`config.mk`:
```
export PLATFORM = sky130hd
export DESIGN_NAME = dmem_arbiter
export DESIGN_NICKNAME = d
export VERILOG_FILES = /design/src/rtl/dmem_arbiter.sv
export SDC_FILE = /design/constraint.sdc
export NUM_CORES = 1
export LEC_CHECK = 0
export ABC_AREA = 1
export CAP_MARGIN = 20
export CORE_AREA = 5 5 113 115
export CTS_CLUSTER_DIAMETER = 50
export DETAILED_ROUTE_END_ITERATION = 7
export DIE_AREA = 0 0 118 120
export PLACE_DENSITY_LB_ADDON = 0.05
export SETUP_SLACK_MARGIN = 0.4
export SLEW_MARGIN = 25
export SYNTH_ARGS = -nofsm -noshare
export SYNTH_HDL_FRONTEND = slang
export SYNTH_SLANG_ARGS = --single-unit
export TNS_END_PERCENT = 20
```
`constraint.sdc`:
```
create_clock -name clk -period 2.45 [get_ports clk]
set_input_delay 0.735 -clock clk [delete_from_list [all_inputs] [get_ports clk]]
set_output_delay 0.735 -clock clk [all_outputs]
set_load 0.02 [all_outputs]
```
`src/rtl/dmem_arbiter.sv`:
```
// dmem_arbiter: shares the single-port data memory between the MEM stage
// (CPU) and the debug/loader port (DBG). The CPU wins by default. DBG gets
// CPU-idle cycles, a one-cycle steal after a run of blocked requests, or
// every cycle while hold mode is on.
module dmem_arbiter #(
  parameter logic [31:0] BASE         = 32'h0000_2000,
  parameter int          DEPTH        = 512,
  parameter int          STARVE_LIMIT = 4
) (
  input  logic        clk,
  input  logic        rst,
  input  logic        cpu_mem_read,
  input  logic        cpu_mem_write,
  input  logic [31:0] cpu_adr,
  input  logic [31:0] cpu_wdata,
  output logic [31:0] cpu_rdata,
  output logic        cpu_stall,
  input  logic        dbg_req,
  input  logic        dbg_we,
  input  logic [31:0] dbg_adr,
  input  logic [31:0] dbg_wdata,
  input  logic        dbg_hold,
  output logic        dbg_gnt,
  output logic        dbg_rvalid,
  output logic [31:0] dbg_rdata,
  output logic        dbg_err,
  output logic        mem_read,
  output logic        mem_write,
  output logic [31:0] mem_adr,
  output logic [31:0] mem_wdata,
  input  logic [31:0] mem_rdata
);

  typedef enum logic [1:0] {NORMAL, STEAL, HOLD} state_t;

  // registered DBG response, launched on the grant edge
  typedef struct packed {
    logic        valid;
    logic        err;
    logic [31:0] rdata;
  } dbg_resp_t;

  // 33-bit end bound so BASE near the top of the map cannot wrap
  localparam logic [32:0] ADR_END  = {1'b0, BASE} + 33'(4 * DEPTH);
  localparam logic [7:0]  CNT_LAST = 8'(STARVE_LIMIT - 1);

  state_t    state, state_nxt;
  logic [7:0] starve_cnt, starve_nxt;
  dbg_resp_t resp_q, resp_d;

  logic cpu_active;
  logic dbg_legal;
  logic dbg_own;
  logic stall_i;
  logic gnt_i;

  // request decode: CPU activity and DBG address legality
  always_comb begin
    cpu_active = cpu_mem_read | cpu_mem_write;
    dbg_legal  = (dbg_adr[1:0] == 2'b00) && (dbg_adr >= BASE) &&
                 ({1'b0, dbg_adr} < ADR_END);
  end

  // state and starvation counter registers
  always_ff @(posedge clk or negedge rst) begin
    if (!rst) begin
      state      <= NORMAL;
      starve_cnt <= '0;
    end else begin
      state      <= state_nxt;
      starve_cnt <= starve_nxt;
    end
  end

  // next state, ownership, stall and grant for this cycle
  always_comb begin
    state_nxt  = state;
    starve_nxt = starve_cnt;
    dbg_own    = 1'b0;
    stall_i    = 1'b0;
    gnt_i      = 1'b0;
    case (state)
      NORMAL: begin
        if (cpu_active) begin
          if (dbg_req) begin
            // blocked: count it, and steal once the run is long enough
            if (starve_cnt == CNT_LAST) begin
              state_nxt  = STEAL;
              starve_nxt = '0;
            end else begin
              starve_nxt = starve_cnt + 8'd1;
            end
          end else begin
            starve_nxt = '0;
          end
        end else begin
          starve_nxt = '0;
          if (dbg_req) begin
            dbg_own = 1'b1;
            gnt_i   = 1'b1;
          end
        end
      end
      STEAL: begin
        // a dropped request turns the steal into a plain CPU cycle
        starve_nxt = '0;
        state_nxt  = NORMAL;
        if (dbg_req) begin
          dbg_own = 1'b1;
          stall_i = 1'b1;
          gnt_i   = 1'b1;
        end
      end
      HOLD: begin
        starve_nxt = '0;
        state_nxt  = NORMAL;
        dbg_own    = 1'b1;
        stall_i    = 1'b1;
        gnt_i      = dbg_req;
      end
      default: begin
        state_nxt  = NORMAL;
        starve_nxt = '0;
      end
    endcase
    if (dbg_hold) state_nxt = HOLD;
  end

  // memory-side mux and CPU/DBG combinational outputs, all zero in reset
  always_comb begin
    cpu_stall = 1'b0;
    dbg_gnt   = 1'b0;
    mem_read  = 1'b0;
    mem_write = 1'b0;
    mem_adr   = '0;
    mem_wdata = '0;
    cpu_rdata = '0;
    if (rst) begin
      cpu_stall = stall_i;
      dbg_gnt   = gnt_i;
      if (dbg_own) begin
        // illegal DBG addresses are granted but never reach memory
        mem_read  = dbg_req & ~dbg_we & dbg_legal;
        mem_write = dbg_req &  dbg_we & dbg_legal;
        mem_adr   = dbg_adr;
        mem_wdata = dbg_wdata;
      end else begin
        mem_read  = cpu_mem_read;
        mem_write = cpu_mem_write;
        mem_adr   = cpu_adr;
        mem_wdata = cpu_wdata;
        cpu_rdata = mem_rdata;
      end
    end
  end

  // response for the access granted this cycle
  always_comb begin
    resp_d.valid = dbg_gnt;
    resp_d.err   = dbg_gnt & ~dbg_legal;
    resp_d.rdata = (dbg_gnt && dbg_legal && !dbg_we) ? mem_rdata : 32'h0;
  end

  // response register; reset discards anything pending
  always_ff @(posedge clk or negedge rst) begin
    if (!rst) resp_q <= '0;
    else      resp_q <= resp_d;
  end

  assign dbg_rvalid = resp_q.valid;
  assign dbg_err    = resp_q.err;
  assign dbg_rdata  = resp_q.rdata;

endmodule
```
==> summary.txt <==
Synthesis and place-and-route results.

- The clock tree from TritonCTS is done.
- The post-placement cell area is 6878 µm².
- Of the total power, the share spent switching nets is 0.2982.
- The number of multi-input combinational cells in the layout is 347.
- The script extracted a total leakage power of 3.551 nW.
- The most frequent cell after synthesis is nor2_1.
- The Yosys warning count is 0.
- The delay contributed by the slowest stage of the critical path is 170 ps.
- The overall power after layout is 2.615 mW.
- The checks that failed: setup timing.
- After routing, the total negative slack on setup checks comes to -13370 ps.
- The max-capacitance violation count is 0.
- The sequential cell count is 44.
- The cell-mix breakdown from Yosys lists the compound-gate area share as 0.1499.
- The area growth from synthesis to layout is 135.8%.
- The worst setup path is captured at a primary output.
- The final hold violation count recorded for this run is 0.
- For reference, the critical path is captured by mem_wdata[4].
- Warnings raised by the tools during the run amount to 32.
- The post-route standard cell area excluding fillers is 7401 µm².
- The detail-routed net length per standard cell is 15.44 µm.
- Of the total synthesized cell area, the portion taken by full adders, half adders and majority gates is 0.01993.
- For this run, asynchronously set or reset flops after synthesis account for 1.000.
- The number of nets in the final layout is 1003.
- The family of cells with the greatest summed delay on the critical path is buffers and inverters.
- Leaving out fill and tap cells, the most frequent cells in the layout are clkdlybuf4s50_1 (182), buf_4 (150), nor2_1 (129), o21bai_1 (59), nor2_2 (53).
- The synthesized instance count is 469.
- The clock power share is 0.295.
- Per the timing report, the most critical flop-to-flop path finishes at dbg_rdata[21]$_DFF_PN0_.
- The root buffer selected by CTS is clkbuf_16.
- The final layout report lists a non-clock inverter count of 50.
- The number of global-route vias before repair came to 4521.
- 0 antenna diodes ended up in the layout.
- The shortest clock period the worst path allows after layout is 2633 ps.
- After clock tree synthesis, the clock-pin slew on the worst setup and hold paths is 60 ps.
- Per the cell usage report, the commonest logic cell in the layout is clkdlybuf4s50_1.
- The slowest stage of the critical path is the nor2_4 cell.
- The global-route wire length before repair is 22910 µm.
- The net count entering floorplan is 641.
- For this design, the CTS-stage hold fixing added 0 buffers.
- The post-synthesis register bit count is 44.
- The detailed-placement wirelength estimate is 12420 µm.
- Setup repair after global routing could not meet its margin everywhere.
- The later pin in the worst-skew pair is clocked with a latency of 280 ps.
- The flip-flop and latch area is 1101 µm².
- The share of synthesized area in the top cell type comes to 0.3507.
- After layout, the setup clock skew is reported as 2.210 ps.
- The sequential fraction of the synthesis area is 0.3507.
- The clock tree buffer count of the final layout is 6.
- The die area is 14160 µm².
- The register-to-register setup slack is 820 ps.
- In the final report, the number of pins over their slew limit comes to 0.
- After detailed routing, the wire length on met1 is 5256 µm.
- The worst setup path category is in -> out.
- The remaining antenna violation count is 0.
- The critical path startpoint category is a primary input.
- The DRC violation total left in the routed layout is recorded as 0.
- The critical path endpoint has a required time of 1710 ps.
- All stages included, the depth of the critical timing path comes to 10.
- After synthesis, the mean cell area works out to 6.694 µm².
- In this run, the synthesized area fraction spent on xor and xnor cells is recorded as 0.01116.
- The count of plain and timing-repair buffers in the layout is 383.
- The largest cell class by area is non-clock buffers.
- Headroom to the max-slew limit came out at 0.7827.
- The data arrival time of the critical path is 1900 ps.
- The area taken by multi-input combinational cells is reported as 2125 µm².
- The power report attributes to the sequential group a share of 0.280.
- The worst-case hold slack is 372.7 ps.
- The routed design uses 1402 µm of met3 wire.
- The peak ir drop on the vdd network is 386.9 µV.
- In this run, synthesis inferred 0 flip-flops with an integrated enable.
- The CTS log lists the clock sinks for this run as 44.
- The report shows a maximum critical-path fanout of 6.
- Walking the worst path, the cells encountered are buf_2 -> nor2_4 -> nand2_4 -> nand2_4 -> nand2_8 -> buf_12 -> buf_16 -> o21bai_1 -> nor2_1 -> buf_4.
- The area fraction of clock buffers and clock inverters is 0.02401.
- Setup violations remaining at the end of the flow were counted as 98.
- The most used flip-flop cell is dfrtp_1.
- The net switching power in the latest report is 780.0 µW.
- The class of the worst hold path is in -> async.
- The number of cells in the design after placement is 963.
- The synthesis report lists the most area-consuming cells as dfrtp_1 (35%), nor2_1 (22%), o21bai_1 (14%).
- The internal power summed over all cells is 1.835 mW.
- The startpoint identified for the worst register-to-register timing path is state[0]$_DFFE_PN0P_.
- The post-layout instance count excluding filler cells is 979.
- In this build the clock could be raised as far as 379.8 MHz.
- The total grt overflow is 0.
- The highest metal layer with signal wires is met4.
- The script reports the combined buffer and inverter count of the critical path as 4.
- The maximum level of the CTS H-tree is 2.
- The logic share of the area is 0.2871.
- In this run the power density over the cells is 353.4 nW/µm².
- The portion of the clock cycle consumed by the worst path in the final layout is 1.075.
- The congestion estimate from routability-driven global placement came to 0.8415.
- The initial antenna violation count is 0.
- The synthesized netlist has a Yosys-reported chip area of 3139 µm².
- The largest net degree at the start of global routing is 34.
- The flow ran to the end, but the final reports show violations.
- The tap cell instance count is 147.
- The worst slack at placement is -1038 ps.
- The leading area contributor after synthesis is dfrtp_1.
- The report puts the cell count of the worst reg-to-reg path at 7.
- By count the netlist is led by nor2_1 (188), o21bai_1 (60), inv_1 (46).
- The layout summary lists the proportion of cells stronger than drive strength 1 as 0.3678.
- The violation tally recorded at the end of detailed-routing iteration 0 is 126.
- The cell area after technology mapping is 3139 µm².
- The simple logic cell fraction of the synthesized area is 0.3539.
- The number of buffers created by CTS is 5.
- Measured on the final layout, buffering overhead outside the clock network stands at 0.4883.
- The proportion of synthesized area in mux cells is 0.
- Wire segments on met2 add up to 8023 µm in the final route.
- The slew at the pin with the worst max-slew slack is 325.9 ps.
- The cell occurring most often along the worst timing path is nand2_4.
- The routed design shows a via density per instance of 4.435.
- The critical path starts at cpu_mem_read.
- The count of boundary I/O pins is 301.
- The number of standard cells reported by yosys is 469.
- Before antenna repair, the detailed router went through 4 iterations.
- The post-layout worst setup margin is -182.9 ps.
- No sink is reached through more buffers than the 2 on the longest clock path.
- The share of total power dissipated in combinational logic is 0.424.
- The tally of unique sky130hd cells used after synthesis is 23.
- In the synthesized netlist, the dominant kind of combinational cell is simple AND/OR/NAND/NOR gates.
- The number of flip-flops under the largest register name is 32.
metal layers:
metal,global-route usage,vias to the layer above
met4,0.07025,0
met5,0,-
met3,0.07540,30
li1,-,2185
met2,0.3748,197
met1,0.1956,1930
power groups by stage:
| stage | Clock (mW) | Combinational, mW | Sequential [mW] |
|---|---|---|---|
| 2_1_floorplan | 0 | 0.410 | 0.749 |
| 3_3_place_gp | 0 | 1.06 | 0.746 |
| 3_5_place_dp | 0 | 1.07 | 0.747 |
| 4_1_cts | 0.798 | 1.06 | 0.733 |
| 5_1_grt | 0.826 | 1.19 | 0.733 |
| 6_report | 0.773 | 1.11 | 0.733 |
repair_timing:
item                       in CTS  in global routing
setup endpoints to repair     100                126
pin swaps                      28                 10
setup buffers                   3                  2
cloned                          1                  2
gates resized                 569                 95
final_placement.png
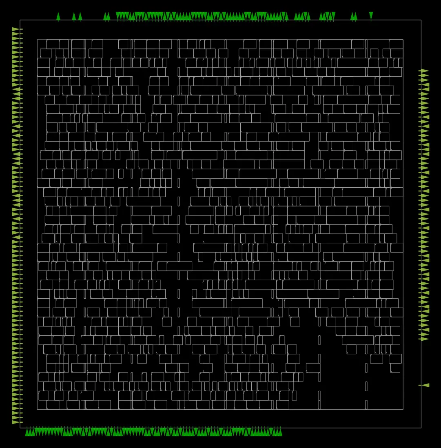
fill cell instance count of the final layout: 1066
register share of the cell area: 0.1488
area of the placeable core: 11710 µm²
number of placement rows: 40
final design utilization: 0.6319

zoom.png
Window x 39 to 79, y 40 to 80 µm. Cells in gray, sequential cells in the stronger gray; small squares are vias.
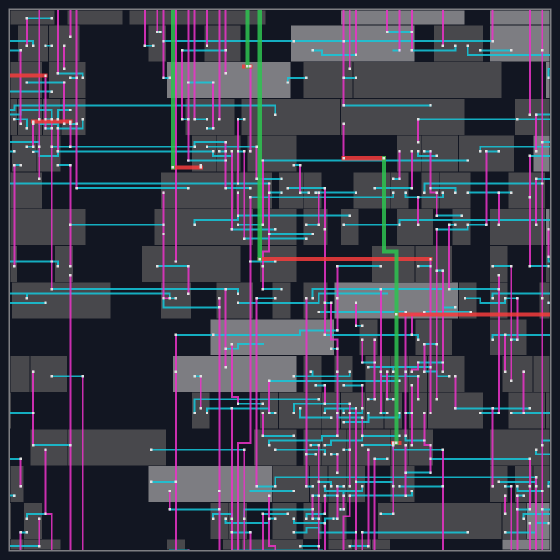
- red: met3
- cyan: met1
- magenta: met2
- green: met4
- sequential cells in the window: 6
- cells with their middle in the window: 108
- netlist names of flops here include: `starve_cnt` (4), `dbg_rdata` (2)
- most frequent: buf_4 (18), nand2_1 (17), nor2_1 (12)

met2.png
Drawn at 3 px/µm.
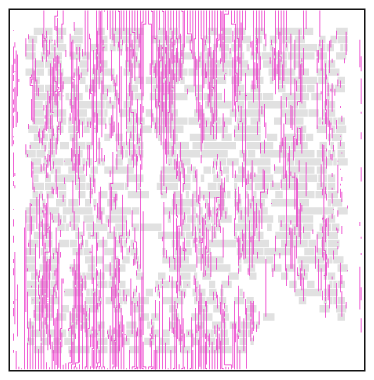
- nets with wire on the layer: 817
- wire length on this layer: 8020 µm
met2 layer usage reported by global route: 0.3748
number of vias in the routed layout: 4342

metal_stack.png
Drawn at 3 px/µm. Only two layers are drawn.
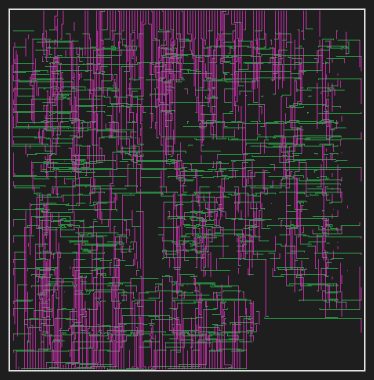
- magenta: met2 (wire length 8020 µm)
- green: met1 (wire length 5260 µm)
global-route total usage across every layer: 0.1980
post-detailed-routing wire length: 15120 µm

pins.png
Drawn at 4 px/µm. Pins as bars across the die edge, other pins in gray.
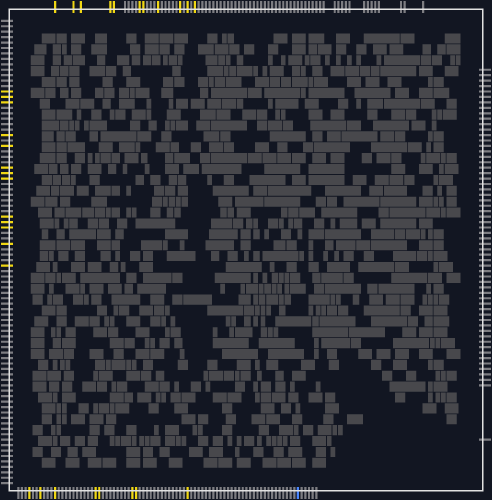
- blue: `dbg_hold` (pins 1; direction input; edge bottom)
- yellow: `mem_adr` (pins 32; direction output; edge 13 left, 11 top, 8 bottom)
- all pins by edge: 86 left, 82 bottom, 73 top, 60 right
die boundary height: 120 µm
Buffers on Ports: 300
horizontal die dimension: 118 µm

Power is estimated from default activity; no workload was simulated.
